File: src/rtl/pacman_movement_controller.sv
// pacman_movement_controller
//   Turns player key presses and the slow game tick into Pac-Man tile moves.
//   Once per tick it tries the buffered requested direction first, then the
//   current heading. Each candidate tile is checked against the map through
//   the map controller read port. A legal move is committed to the character
//   registers with a one-cycle write strobe.
//
// Ports
//   clock_50        in   system clock
//   resetn          in   synchronous active-low reset
//   tick            in   one-cycle game-step pulse
//   pacman_controls in   raw KEYs, active-low: [0]=right [1]=down [2]=up [3]=left
//   map_x/map_y     out  map read address (tile coordinates)
//   sprite_data_out in   map read data, valid READ_LATENCY cycles after address
//   x_in/y_in       out  pixel position of the registered tile
//   character_type  out  register select, constant PACMAN_TYPE
//   readwrite       out  one-cycle write strobe to the character registers
//   heading         out  current direction: 0=right 1=down 2=up 3=left
//   busy            out  high whenever the FSM is not in IDLE
//   overrun         out  sticky: a tick arrived while busy
module pacman_movement_controller #(
    parameter int          MAP_W        = 32,
    parameter int          MAP_H        = 24,
    parameter int          TILE_PX      = 5,
    parameter logic [2:0]  WALL_CODE    = 3'd1,
    parameter logic [2:0]  PACMAN_TYPE  = 3'd0,
    parameter int          START_X      = 1,
    parameter int          START_Y      = 1,
    parameter int          READ_LATENCY = 1
) (
    input  logic       clock_50,
    input  logic       resetn,
    input  logic       tick,
    input  logic [3:0] pacman_controls,
    output logic [4:0] map_x,
    output logic [4:0] map_y,
    input  logic [2:0] sprite_data_out,
    output logic [7:0] x_in,
    output logic [7:0] y_in,
    output logic [2:0] character_type,
    output logic       readwrite,
    output logic [1:0] heading,
    output logic       busy,
    output logic       overrun
);

    typedef enum logic [2:0] {
        WRITE_INIT, IDLE, TRY_REQ, WAIT_REQ, TRY_HEAD, WAIT_HEAD, WRITE, DONE
    } state_t;

    localparam logic [4:0] X_MAX   = 5'(MAP_W - 1);
    localparam logic [4:0] Y_MAX   = 5'(MAP_H - 1);
    localparam logic [4:0] X_START = 5'(START_X);
    localparam logic [4:0] Y_START = 5'(START_Y);
    localparam logic [7:0] TPX     = 8'(TILE_PX);
    localparam logic [1:0] RL      = 2'(READ_LATENCY);

    state_t     state;
    logic [4:0] tile_x, tile_y;
    logic [1:0] pending_dir, req_dir;
    logic       pending_valid;
    logic [1:0] lat_cnt;

    logic [3:0] key_act;
    logic       key_any;
    logic [1:0] key_dir;

    assign key_act = ~pacman_controls;
    assign key_any = |key_act;

    // Priority right > down > up > left.
    always_comb begin
        key_dir = 2'd3;
        if      (key_act[0]) key_dir = 2'd0;
        else if (key_act[1]) key_dir = 2'd1;
        else if (key_act[2]) key_dir = 2'd2;
    end

    // Neighbour tile in the given direction with toroidal wrap, packed {x,y}.
    function automatic logic [9:0] step(input logic [1:0] dir,
                                        input logic [4:0] x,
                                        input logic [4:0] y);
        logic [4:0] nx, ny;
        nx = x;
        ny = y;
        case (dir)
            2'd0: nx = (x == X_MAX) ? 5'd0  : x + 5'd1;
            2'd1: ny = (y == Y_MAX) ? 5'd0  : y + 5'd1;
            2'd2: ny = (y == 5'd0)  ? Y_MAX : y - 5'd1;
            default: nx = (x == 5'd0) ? X_MAX : x - 5'd1;
        endcase
        return {nx, ny};
    endfunction

    assign x_in           = {3'b000, tile_x} * TPX;
    assign y_in           = {3'b000, tile_y} * TPX;
    assign character_type = PACMAN_TYPE;
    assign busy           = (state != IDLE);

    always_ff @(posedge clock_50) begin
        if (!resetn) begin
            state         <= WRITE_INIT;
            tile_x        <= X_START;
            tile_y        <= Y_START;
            heading       <= 2'd0;
            pending_dir   <= 2'd0;
            pending_valid <= 1'b0;
            req_dir       <= 2'd0;
            lat_cnt       <= 2'd0;
            map_x         <= 5'd0;
            map_y         <= 5'd0;
            readwrite     <= 1'b0;
            overrun       <= 1'b0;
        end else begin
            readwrite <= 1'b0;

            // Newest press always wins; no press keeps the old request.
            if (key_any) begin
                pending_dir   <= key_dir;
                pending_valid <= 1'b1;
            end

            if (tick && state != IDLE)
                overrun <= 1'b1;

            case (state)
                // Publish the start tile once without waiting for a tick;
                // the strobe is shared with the normal WRITE state.
                WRITE_INIT: begin
                    readwrite <= 1'b1;
                    state     <= WRITE;
                end
                // A press landing with the tick counts for this tick.
                IDLE: if (tick)
                    state <= (pending_valid || key_any) ? TRY_REQ : TRY_HEAD;
                TRY_REQ: begin
                    {map_x, map_y} <= step(pending_dir, tile_x, tile_y);
                    req_dir        <= pending_dir;
                    lat_cnt        <= 2'd0;
                    state          <= WAIT_REQ;
                end
                // map_x/map_y hold the candidate, so a legal move copies them.
                WAIT_REQ: begin
                    if (lat_cnt == RL) begin
                        if (sprite_data_out != WALL_CODE) begin
                            heading   <= req_dir;
                            tile_x    <= map_x;
                            tile_y    <= map_y;
                            if (!key_any) pending_valid <= 1'b0;
                            readwrite <= 1'b1;
                            state     <= WRITE;
                        end else begin
                            // Request kept so the turn is retried next tick.
                            state <= TRY_HEAD;
                        end
                    end else begin
                        lat_cnt <= lat_cnt + 2'd1;
                    end
                end
                TRY_HEAD: begin
                    {map_x, map_y} <= step(heading, tile_x, tile_y);
                    lat_cnt        <= 2'd0;
                    state          <= WAIT_HEAD;
                end
                WAIT_HEAD: begin
                    if (lat_cnt == RL) begin
                        if (sprite_data_out != WALL_CODE) begin
                            tile_x    <= map_x;
                            tile_y    <= map_y;
                            readwrite <= 1'b1;
                            state     <= WRITE;
                        end else begin
                            state <= DONE;
                        end
                    end else begin
                        lat_cnt <= lat_cnt + 2'd1;
                    end
                end
                WRITE:   state <= DONE;
                DONE:    state <= IDLE;
                default: state <= IDLE;
            endcase
        end
    end

endmodule

File: config.mk
export PLATFORM = sky130hd
export DESIGN_NAME = pacman_movement_controller
export DESIGN_NICKNAME = d
export VERILOG_FILES = /design/src/rtl/pacman_movement_controller.sv
export SDC_FILE = /design/constraint.sdc
export NUM_CORES = 1
export LEC_CHECK = 0
export ABC_AREA = 1
export CAP_MARGIN = 5
export CORE_UTILIZATION = 56
export CTS_BUF_LIST = sky130_fd_sc_hd__clkbuf_4
export CTS_CLUSTER_SIZE = 28
export DETAILED_ROUTE_END_ITERATION = 8
export PLACE_DENSITY_LB_ADDON = 0.15
export SLEW_MARGIN = 40
export SYNTH_ARGS = -nofsm -noshare
export SYNTH_HDL_FRONTEND = slang
export SYNTH_SLANG_ARGS = --single-unit
File: constraint.sdc
create_clock -name clock_50 -period 2.3 [get_ports clock_50]
set_input_delay 0.46 -clock clock_50 [delete_from_list [all_inputs] [get_ports clock_50]]
set_output_delay 0.46 -clock clock_50 [all_outputs]
set_load 0.01 [all_outputs]
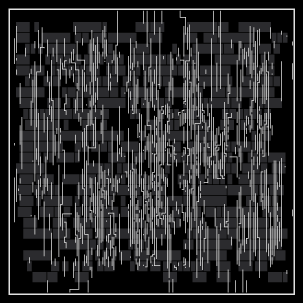
Figure 1: run 1, M2 wires.
Drawn at 4 px/micron. Cells faint in the background.
nets with wire on the layer = 369
main direction = vertical
longest straight run = 29.9 microns

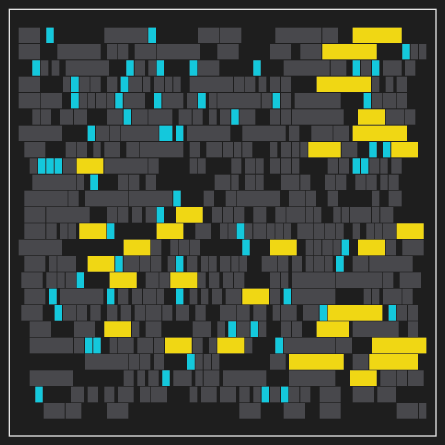
Figure 2: run 1, logic cells by family.
Drawn at 6 px/micron.
inverters -> cyan  # cells 58, most used inv_1, where widely spread
adder and majority cells -> yellow  # cells 28, most used ha_1
number of standard cells in the final layout excluding fillers: 482
multi-input logic portion of the cell area: 53.8%
commonest non-fill, non-tap cell in the layout: nand2_1

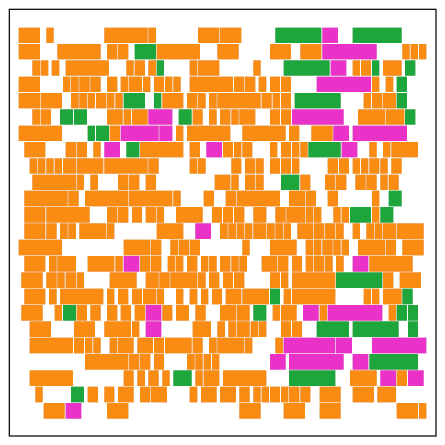
Figure 3: run 1, cell sizes after repair.
Drawn at 6 px/micron.
drive 2 -> green  # cells 38
drive 3 to 4 -> magenta  # cells 29, most used buf_4
drive 1 or less -> orange  # cells 363, most used nand2_1

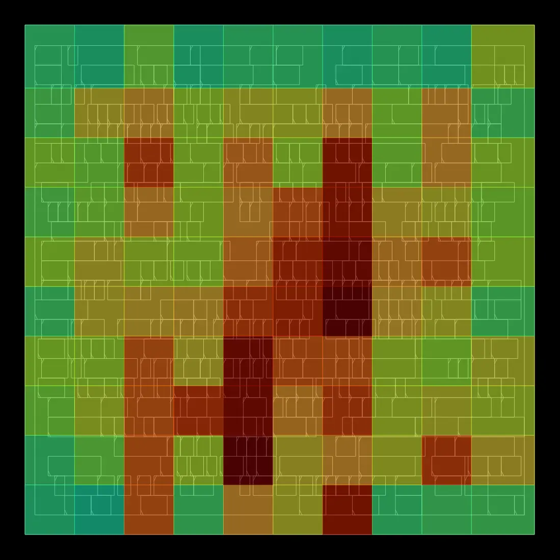
Figure 4: run 1, congestion heat map.
grt peak-use layer: met2
met1 usage: 37.5%
share of the core filled with cells: 72.4%
met2 Usage GRT: 47.6%
met3 Usage GRT: 4.99%

==> summary.txt, run 1 <==
Implementation numbers.

- The run finished with clean final reports.
- The worst hold path endpoint is lat_cnt[0]$_SDFFE_PN0P_.
- The placed instance area is just over 0.003 sq mm.
- The final tally of hold violations is 0.
- In the final run the clock tree shows a worst skew of between 0.01 and 0.015 ns.
- Sequential elements use 25.6% of the synthesized area.
- Counting every instance in the synthesized netlist gives 384.
- The endpoint of the lowest-slack register-to-register path is map_x[0]$_SDFFE_PN0P_.
- The synthesis stat section lists a flop and latch total of 34.
- Ranked by total cell area, the synthesized netlist is headed by dfxtp_1 26%, ha_1 12%, nand2_1 9.6%, nand3_1 9.4%, inv_1 7.5%.
- The standard cell with the maximum stage delay on the critical path is fa_2.
- The report shows a maximum critical-path fanout of 2.
- Per the OpenROAD floorplan log, the width of the die is ~71 microns.
- The post-synth design cell area is between 0.002 and 0.003 sq mm.
- The share of the clock period used by the worst path after layout is 98.8%.
- In the final layout, the share of cells above drive strength 1 is 15.6%.
- The total net switching power is 0.982 mW.
- The number of global-route vias before repair came to 2592.
- The length of routed met3 wiring is 568 microns.
- The H-tree depth is 2.
- Traced cell by cell, the critical path runs through ha_4, ha_4, fa_2, xor2_1, buf_2.
- The worst hold slack is 0.478 ns.
- Among the non-sequential cells, simple AND/OR/NAND/NOR gates take the most area.
- The arrival time of data at the worst endpoint is listed as between 1.5 and 2 ns.
- The detailed-routing iteration count for the pre-antenna-repair pass is 7.
- The largest power group is combinational logic.
- Sequential cells account for 36.0% of the total power.
- The number of design rule violations left after detail routing is 0.
- The element type at the critical path end is a primary output.
- The core area is 0.00444 sq mm.
- Across all layers, the routed design uses 2744 vias.
- TritonCTS built the clock tree.
- The synthesized netlist was found by Yosys to have 384 cells.
- The buffer-and-inverter tally for the worst setup path is 1.
- The share of the synthesized netlist area taken by xor and xnor gates is approximately 2.0%.
- For reference, compound AND-OR and OR-AND cells occupy roughly 18% of the area reported after synthesis.
- The number of library cell types mapped by synthesis is 36.
==> run 1: final cells by class <==
cell class / instances / area, sq um / area share, %
Tap cell: 52 / 65.1 / 2.02
Multi-Input combinational cell: 278 / 1730 / 53.8
Timing Repair Buffer: 52 / 450 / 14.0
Clock inverter: 3 / 16.3 / 0.506
Inverter: 58 / 220 / 6.85
Clock buffer: 5 / 37.5 / 1.17
Sequential cell: 34 / 696 / 21.6
==> run 1: synthesized netlist by cell type, drive strengths merged <==
library cell / n
nand2: 72
inv: 57
nand3: 53
a21oi: 35
dfxtp: 34
o21ai: 29
ha: 26
nor2: 17
buf: 15
o211ai: 13
nand4: 8
or2: 4
xor2: 4
o22ai: 3
fa: 2
nor3: 2
o21bai: 2
xnor2: 2
a21boi: 1
a22oi: 1
a311oi: 1
clkbuf: 1
clkinv: 1
conb: 1
--- run 2 (diff from run 1) ---
--- a/config.mk
+++ b/config.mk
@@ -7,11 +7,14 @@
 export LEC_CHECK = 0
 export ABC_AREA = 1
 export CAP_MARGIN = 5
-export CORE_UTILIZATION = 56
+export CELL_PAD_IN_SITES_DETAIL_PLACEMENT = 2
+export CELL_PAD_IN_SITES_GLOBAL_PLACEMENT = 2
+export CORE_UTILIZATION = 31
 export CTS_BUF_LIST = sky130_fd_sc_hd__clkbuf_4
 export CTS_CLUSTER_SIZE = 28
 export DETAILED_ROUTE_END_ITERATION = 8
 export PLACE_DENSITY_LB_ADDON = 0.15
+export REMOVE_ABC_BUFFERS = 1
 export SLEW_MARGIN = 40
 export SYNTH_ARGS = -nofsm -noshare
 export SYNTH_HDL_FRONTEND = slang
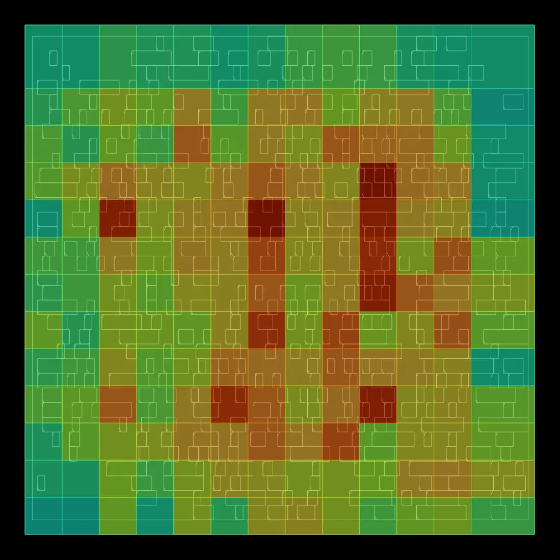
Figure 5: run 2, congestion heat map.
overall track demand over capacity in global routing: 23.1%
met3 Usage GRT: 3.06%

==> run 2 against run 1 <==
Net effect: worst hold slack lost 0.0093 ns; global-route usage shrank 5.8 points; highest routed layer unchanged; power is 15% higher; synthesized cell count unchanged; via count increased by 4.2%.
==> summary.txt, run 2 <==
Implementation numbers.

- Of the total synthesized cell area, the portion taken by XOR and XNOR cells is 1.98%.
- The met1 routing resource usage after global routing is 27.7%.
- The multi-input combinational area share is 51.6%.
- The worst clock skew is about 0.013 ns.
- Post-route period utilization is reported as 99.4%.
- The fraction of registers with async set or reset after synthesis is 0%.
- The maximum net fanout on the critical path is 2.
- The library cell used most frequently in the layout, excluding fill and tap cells, is nand2_1.
- Of the total power, registers draw 31.4%.
- The H-tree depth is 2.
- The cell resize tally after clock tree synthesis is 57.
- Sequential cells were found to cover 25.6% of the synthesized design area.
- The post-layout utilization of the core is approximately two fifths.
- The most common cell in the netlist is nand2_1.
- After synthesis, the cell types taking the most area are dfxtp_1 26%, ha_1 12%, nand2_1 9.6%, nand3_1 9.4%, inv_1 7.5%.
- The number of tap cells added at floorplan is 105.
- The logic area is 0.00175 sq mm.
- The cell class ranked first by area is combinational gates.
- Multi-input combinational cells in the finished layout were counted as 278.
- The placed instance area is 0.00319 sq mm.
- The horizontal die dimension is 94.6 microns.
- The highest supply drop recorded on VDD is about 0.47 mV.
- The synthesized netlist handed to floorplanning was reported with a cell count of 384.
- The count of library flops with an enable pin is 0.
- Summed over all nets, the switching power comes to 1.10 mW.
- In the Yosys report the total cell count is roughly 380.
- The top metal layer carrying routed signals is met4.
- The fraction of cell area in sequential cells is reported as 20.5%.
- The synthesis stat section lists a flop and latch total of 34.
- The post-synth design cell area is 0.00266 sq mm.
- The first detailed-routing pass took 4 iterations.
- The combined flip-flop and latch cell area is 697 sq um.
- The fraction of cell area in non-clock buffers is 14.6%.
- The worst hold path endpoint is lat_cnt[0]$_SDFFE_PN0P_.
- The floorplan row count is 33.
- STA lists the endpoint of the worst register-to-register path as map_x[1]$_SDFFE_PN0P_.
- The met2 usage in global routing is 42.1%.
- Clock tree buffers and inverters occupy 2.98% of the routed design's cell area.
- The number of inverters outside the clock class in the layout is 58.
- Per the layout report, the design carries 57 non-clock buffers.
- Global route summary, busiest routing layer listed as met2.
- The CTS tree is yes.
- The main combinational cell family by area after synthesis is simple AND/OR/NAND/NOR gates.
- The number of vias after detailed routing is 2860.
- The run reported a max-capacitance violation count of 0.
- The critical path arrival is between 1.5 and 2 ns.
- The layout summary lists the proportion of cells stronger than drive strength 1 as 17.5%.
- The commonest register cell after synthesis is dfxtp_1.
- The run finished with clean final reports.
- The number of design rule violations left after detail routing is 0.
- The number of global-route vias before repair is 3128.
- The and-or/or-and share of the synthesized area is 18.2%.
run 2: power groups by stage:
stage | Sequential (mW) | Clock (mW) | Combinational, mW
floorplan | 0.850 | 0 | 0.682
global placement | 0.824 | 0 | 1.17
detailed placement | 0.834 | 0 | 1.22
CTS | 0.826 | 0.584 | 1.24
global route | 0.842 | 0.610 | 1.37
finish | 0.828 | 0.578 | 1.23
run 2: per-stage QoR:
step	cells	power (mW)
after floorplan	370	1.53
final	540	2.64
after global routing	540	2.82
after detailed placement	530	2.05
after global placement	530	1.99
after CTS	539	2.65
run 2: critical path, stage by stage, from the launching register on:
cell and delay [ns]:
dfxtp_2 0.36, ha_4 0.27, ha_4 0.13, inv_2 0.04, fa_2 0.53, inv_2 0.04
buf_6 0.11
Power is estimated from default activity; no workload was simulated.
